## src/rtl/uart_xmit.sv

```systemverilog
// uart_xmit: 8N1 LSB-first UART transmitter with a one-entry holding register for gap-free streaming
module uart_xmit #(
  parameter int baudrate        = 115200,
  parameter int clock_frequency = 100000000
) (
  input  logic       clk,
  input  logic       reset,
  input  logic [7:0] dat,
  input  logic       dat_en,
  output logic       rdy,
  output logic       tx,
  output logic       busy
);
  localparam int CLKS_PER_BIT = clock_frequency / baudrate;
  localparam int CW = (CLKS_PER_BIT < 2) ? 1 : $clog2(CLKS_PER_BIT);

  if (CLKS_PER_BIT < 2) begin : g_bad_rate
    $error("uart_xmit: clock_frequency / baudrate must be at least 2");
  end

  typedef enum logic [1:0] {IDLE, START_BIT, DATA_BITS, STOP_BIT} state_t;

  state_t        state, state_n;
  logic [CW-1:0] cnt, cnt_n;
  logic [2:0]    idx, idx_n;
  logic [7:0]    shift, hold;
  logic          hold_full, load, tx_n, last, accept;

  assign last   = cnt == CW'(CLKS_PER_BIT - 1);
  assign accept = dat_en & ~hold_full;
  assign rdy    = ~hold_full;
  assign busy   = (state != IDLE) | hold_full;

  // state register
  always_ff @(posedge clk or posedge reset) begin
    if (reset) state <= IDLE;
    else       state <= state_n;
  end

  // next state, next line level, bit timing; load pulls the held byte into the shifter
  always_comb begin
    state_n = state;
    cnt_n   = last ? '0 : cnt + 1'b1;
    idx_n   = idx;
    tx_n    = tx;
    load    = 1'b0;
    case (state)
      IDLE: begin
        cnt_n = '0;
        tx_n  = 1'b1;
        if (hold_full) begin
          load    = 1'b1;
          state_n = START_BIT;
          tx_n    = 1'b0;
        end
      end
      START_BIT: begin
        if (last) begin
          state_n = DATA_BITS;
          idx_n   = 3'd0;
          tx_n    = shift[0];
        end
      end
      DATA_BITS: begin
        if (last) begin
          if (idx == 3'd7) begin
            state_n = STOP_BIT;
            tx_n    = 1'b1;
          end else begin
            idx_n = idx + 3'd1;
            tx_n  = shift[idx + 3'd1];
          end
        end
      end
      STOP_BIT: begin
        if (last) begin
          if (hold_full) begin
            load    = 1'b1;
            state_n = START_BIT;
            tx_n    = 1'b0;
          end else begin
            state_n = IDLE;
          end
        end
      end
      default: state_n = IDLE;
    endcase
  end

  // line register, counters and shifter; tx is registered so it cannot glitch
  always_ff @(posedge clk or posedge reset) begin
    if (reset) begin
      tx    <= 1'b1;
      cnt   <= '0;
      idx   <= 3'd0;
      shift <= 8'd0;
    end else begin
      tx    <= tx_n;
      cnt   <= cnt_n;
      idx   <= idx_n;
      shift <= load ? hold : shift;
    end
  end

  // holding register: filled on accept, emptied when the shifter takes it
  always_ff @(posedge clk or posedge reset) begin
    if (reset) begin
      hold      <= 8'd0;
      hold_full <= 1'b0;
    end else begin
      hold      <= accept ? dat : hold;
      hold_full <= load ? 1'b0 : (accept | hold_full);
    end
  end
endmodule

```

## config.mk

```make
export PLATFORM = sky130hd
export DESIGN_NAME = uart_xmit
export DESIGN_NICKNAME = d
export VERILOG_FILES = /design/src/rtl/uart_xmit.sv
export SDC_FILE = /design/constraint.sdc
export NUM_CORES = 1
export LEC_CHECK = 0
export CAP_MARGIN = 15
export CORE_MARGIN = 3
export CORE_UTILIZATION = 30
export CTS_CLUSTER_DIAMETER = 120
export DETAILED_ROUTE_END_ITERATION = 8
export GPL_TIMING_DRIVEN = 0
export HOLD_SLACK_MARGIN = 0.05
export PLACE_DENSITY = 0.5
export SYNTH_ARGS = -nofsm -noshare
export SYNTH_HDL_FRONTEND = slang
export SYNTH_SLANG_ARGS = --single-unit
```

## constraint.sdc

```tcl
create_clock -name clk -period 3.6 [get_ports clk]
set_input_delay 1.08 -clock clk [delete_from_list [all_inputs] [get_ports clk]]
set_output_delay 1.08 -clock clk [all_outputs]
set_load 0.02 [all_outputs]
```

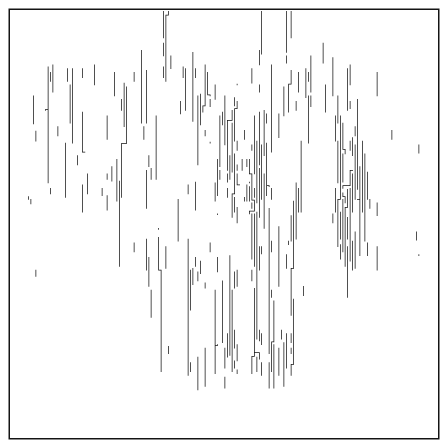
Figure 1: met2 routing.
- nets with wire on the layer: 155
- main direction: vertical
- share of all routed wire: 43%
- longest straight run: 27.2 µm
Post-Route WL: 3120 µm
count of vias placed by the detailed router: 1,115
GRT met2 Usage: 0.169

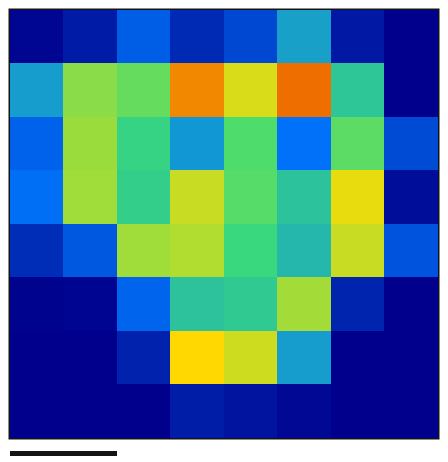
Figure 2: cell area per tile.
Bar = 20 µm. The die is cut into 8 by 8 equal tiles; dark blue is low, red is high, 0 to 100% covered.
- mean over tiles: 30%
- emptiest ninth of the die: south-west
- fullest tile: 88%
end-of-flow core utilization: 0.387
Std-Cell Core Area: 5200 µm²
starting density of the core: 0.317

==> COMMIT_EDITMSG <==
Update PnR metrics after Yosys + OpenROAD run

* Aggregate global routing overflow: 0
- Setup repair after global routing left no endpoint under its margin.
* Detailed-routing iteration count for the pre-antenna-repair pass: 5
- OpenSTA lists the critical path startpoint as state[1].
* Total clock buffers created by CTS: 5
* Leakage dissipation: 0.869 nW
- Level count of the clock H-tree: 2
- Crit path max fanout: 5
* Hold Path End: cnt[0]
- In this run the remaining antenna-violating nets after routing total 0.
- I/O pin cnt: 14
- Setup violators final: 0
- Placed instance area: 1900 µm²
* Clock edge transition at the registers on the reported setup and hold paths: 0.07 ns
* Synth async-reset ratio: 1.00
- Summing internal, switching and leakage power gives 1.53 mW.
* Max-slew headroom at the worst pin: 0.495
- Compound-gate portion of the synthesized area: 0.0720
- Prior to clock tree synthesis, the placed netlist has a worst setup slack of 0.984 ns.
- Largest net degree at the start of global routing: 18
- XOR/XNOR Fraction of Synth Area: 0.0425
- The number of setup buffers added after CTS is 0.
- Origin of the worst min-delay path: cnt[0]
- Buffers from clock root to sink, at most: 2
- DRC errors left: 0
- After detailed routing, the average wire length per cell comes to 13.4 µm.
- Synthesized area: 1650 µm²
* Crit path capture type: output port
* Count of distinct cell types in the synthesized netlist: 37
* Detailed-placement wirelength estimate: 2320 µm
* Main flop type after synthesis: dfrtp_1
* Comb. cell area: 773 µm²
- Number of gates resized after cts: 0
- Total power per unit cell area: 762 nW/µm²
- Counting the fill cells in the layout gives 513.
* Number of warnings the tools reported: 30
* Drt initial violations: 99
* Clock tree from TritonCTS: yes
- Post-synth tally of flip-flops with integrated enable: 0
- For the finished layout, the period the worst path requires is 2.87 ns.
* Total die area: 6430 µm²
* Area of the synthesized netlist per yosys stat: 1650 µm²
- R2R Setup Slk: 1.58 ns
* Routability-driven placement congestion ratio: 0.858
- Final Hold Slack: 0.491 ns
* R2R Path Start: cnt[0]
- For reference, the final report shows the max-slew violation count at 0.
* Number of max-cap violations: 0
- According to the timing report, the arrival time at the worst endpoint equals 1.79 ns.
- Critical path required time: 2.52 ns
- The initial antenna violation count was 0.
* Num Clock Sinks: 33
- Clock tree synthesis selected as its root buffer the cell clkbuf_8.
- The net count after synthesis is 161.
- Total global-route track usage: 0.113
- Dividing the final minimum period by the clock period gives 0.796.
- The net count of the finished layout is 182.
* Antenna cells: 0
- Port Buffers: 13
- Static timing analysis puts the maximum clock frequency at 0.349 GHz.
- In this run, the synthesized area fraction spent on adder and majority cells is recorded as 0.0607.
- The worst hold path belongs to the class flop to flop.
* Peak supply drop: 0.000302 V
* Number of register bits inferred by synthesis: 33
- Horizontal die size: 80.2 µm
- Leaving out filler cells and counting taps, the final layout contains 234.
- After synthesis, the design contains 142 cells according to Yosys.
* Startpoint kind of the worst setup timing path: flop
- Dpl cells: 226
* Latency at later pin: 0.28 ns
* Post-synth mux share: 0.140
* Die y size: 80.2 µm
- Hold Vio Cnt, Final: 0
- Per the final layout report, the fraction of cells sized above drive strength 1 comes to 0.183.
- Setup skew after layout: 0.00552 ns
* Sequential fraction of the synthesis area: 0.501
- Mean number of vias per cell: 4.76
- The floorplan has 26 rows.
- Transition time of the tightest slew-check pin: 0.756 ns
- The via count of the first global-routing pass came to 1,164.
- Per the layout area report, the register area comes to 827 µm².
* R2R depth: 5
- Synthesized instance count: 142
- In this run, post-CTS hold repair placed 0 buffers.
- Most used logic cell in the final layout: dfrtp_1
- Total number of yosys warnings: 0
- Ranking logic cells in the layout by count gives the top entries dfrtp_1 (32), mux2_2 (16), nor2_1 (15), clkdlybuf4s50_1 (13), ha_1 (8).
* Area fraction in and, or, nand and nor cells: 0.153
* Hold depth: 1
- Crit path kind: flop to output port
- Global-route wire length before repair: 5610 µm
* Status: finished, final reports clean
- Total Neg Setup Slack: 0 ns
* Largest family of logic cells by area: simple AND/OR/NAND/NOR gates
- Average cell area after synthesis: 11.6 µm²
- End of the worst register-to-register path: shift[6]
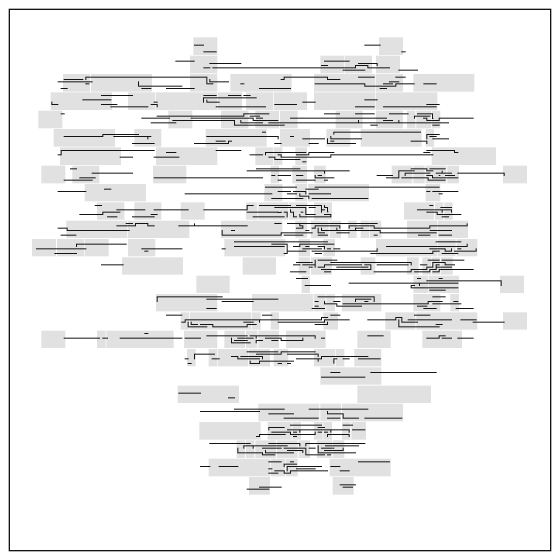
Figure 3: signal wires on met1.
- main direction: horizontal
- nets with wire on the layer: 164
- share of all routed wire: 51%
met1 track demand over resource: 0.153

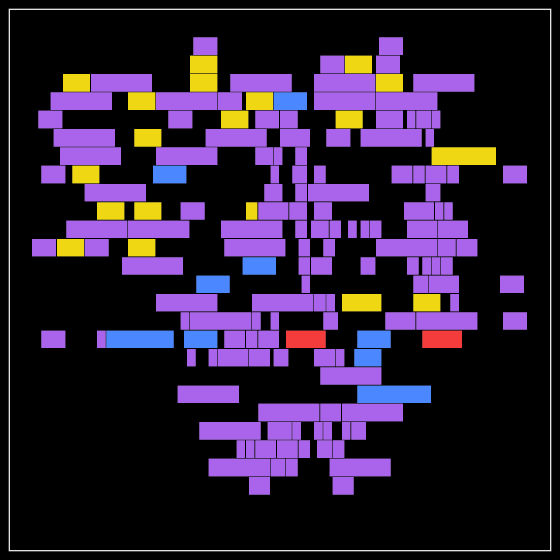
Figure 4: sizing map.
- red: _3 and _4 cells (cells 2; share 1.2%; most used nor3_4)
- purple: _0 and _1 cells (cells 134; share 82%; most used dfrtp_1)
- yellow: _2 cells (cells 19; share 12%; most used mux2_2)
- blue: _6 and larger (cells 9; share 5.5%; most used clkbuf_8)
slack of the critical path: 0.734 ns
final design area excluding fillers: 2010 µm²
number of buffers outside the clock class in the layout: 18
area delta synth->final: 21.9%

==> worst max path at each step <==
stage,slack (ns),cells after the start,end
after floorplan,1.62,3,busy
after global placement,1.03,2,hold[0]
after detailed placement,0.98,4,hold[4]
after CTS,0.71,4,busy
after global routing,0.60,4,busy
final,0.73,4,busy
==> cells in the mapped netlist, drive strengths merged (4+ instances only) <==
master	n	share of area
o21ai	7	0.021
mux2i	4	0.024
nand3	7	0.021
xor2	6	0.032
nor3	5	0.029
nor2	15	0.034
inv	7	0.016
dfrtp	32	0.49
ha	8	0.061
mux2	17	0.12
==> flip-flops by register name (all words and copies together) (netlist names) <==
register / cells
idx: 3
hold: 8
tx: 1
hold_full: 1
cnt: 10
state: 2
shift: 8
==> per-layer routing <==
layer	routed length (µm)	vias up	part of all wire	global-route usage
met1	1600	535	0.51	0.153
met3	101	9	0.032	0.0336
met5	0	-	0	0
met2	1350	22	0.43	0.169
met4	71	0	0.023	0.0456
li1	-	549	-	-
==> where the power goes <==
group,total [mW],internal [mW],switching (mW),leakage (nW)
Clock,0.357,0.226,0.131,0.0585
Sequential,0.610,0.513,0.0967,0.411
Combinational,0.566,0.285,0.281,0.400
Total,1.53,1.02,0.509,0.869
==> final cells by class <==
| class | instances | area share |
|---|---|---|
| sequential | 33 | 0.411 |
| multi-input combinational | 98 | 0.384 |
| timing repair buffer | 14 | 0.0784 |
| tap | 70 | 0.0435 |
| clock buffer | 7 | 0.0429 |
| clock inverter | 1 | 0.0149 |
| inverter | 7 | 0.0131 |
| buffer | 4 | 0.0118 |
==> critical path, stage by stage (launching register included) <==
cell and delay [ns]:
dfrtp_1 0.42, inv_1 0.11, ha_1 0.26, nand2b_1 0.12
clkdlybuf4s50_1 0.60
Power and IR drop assume default switching activity.
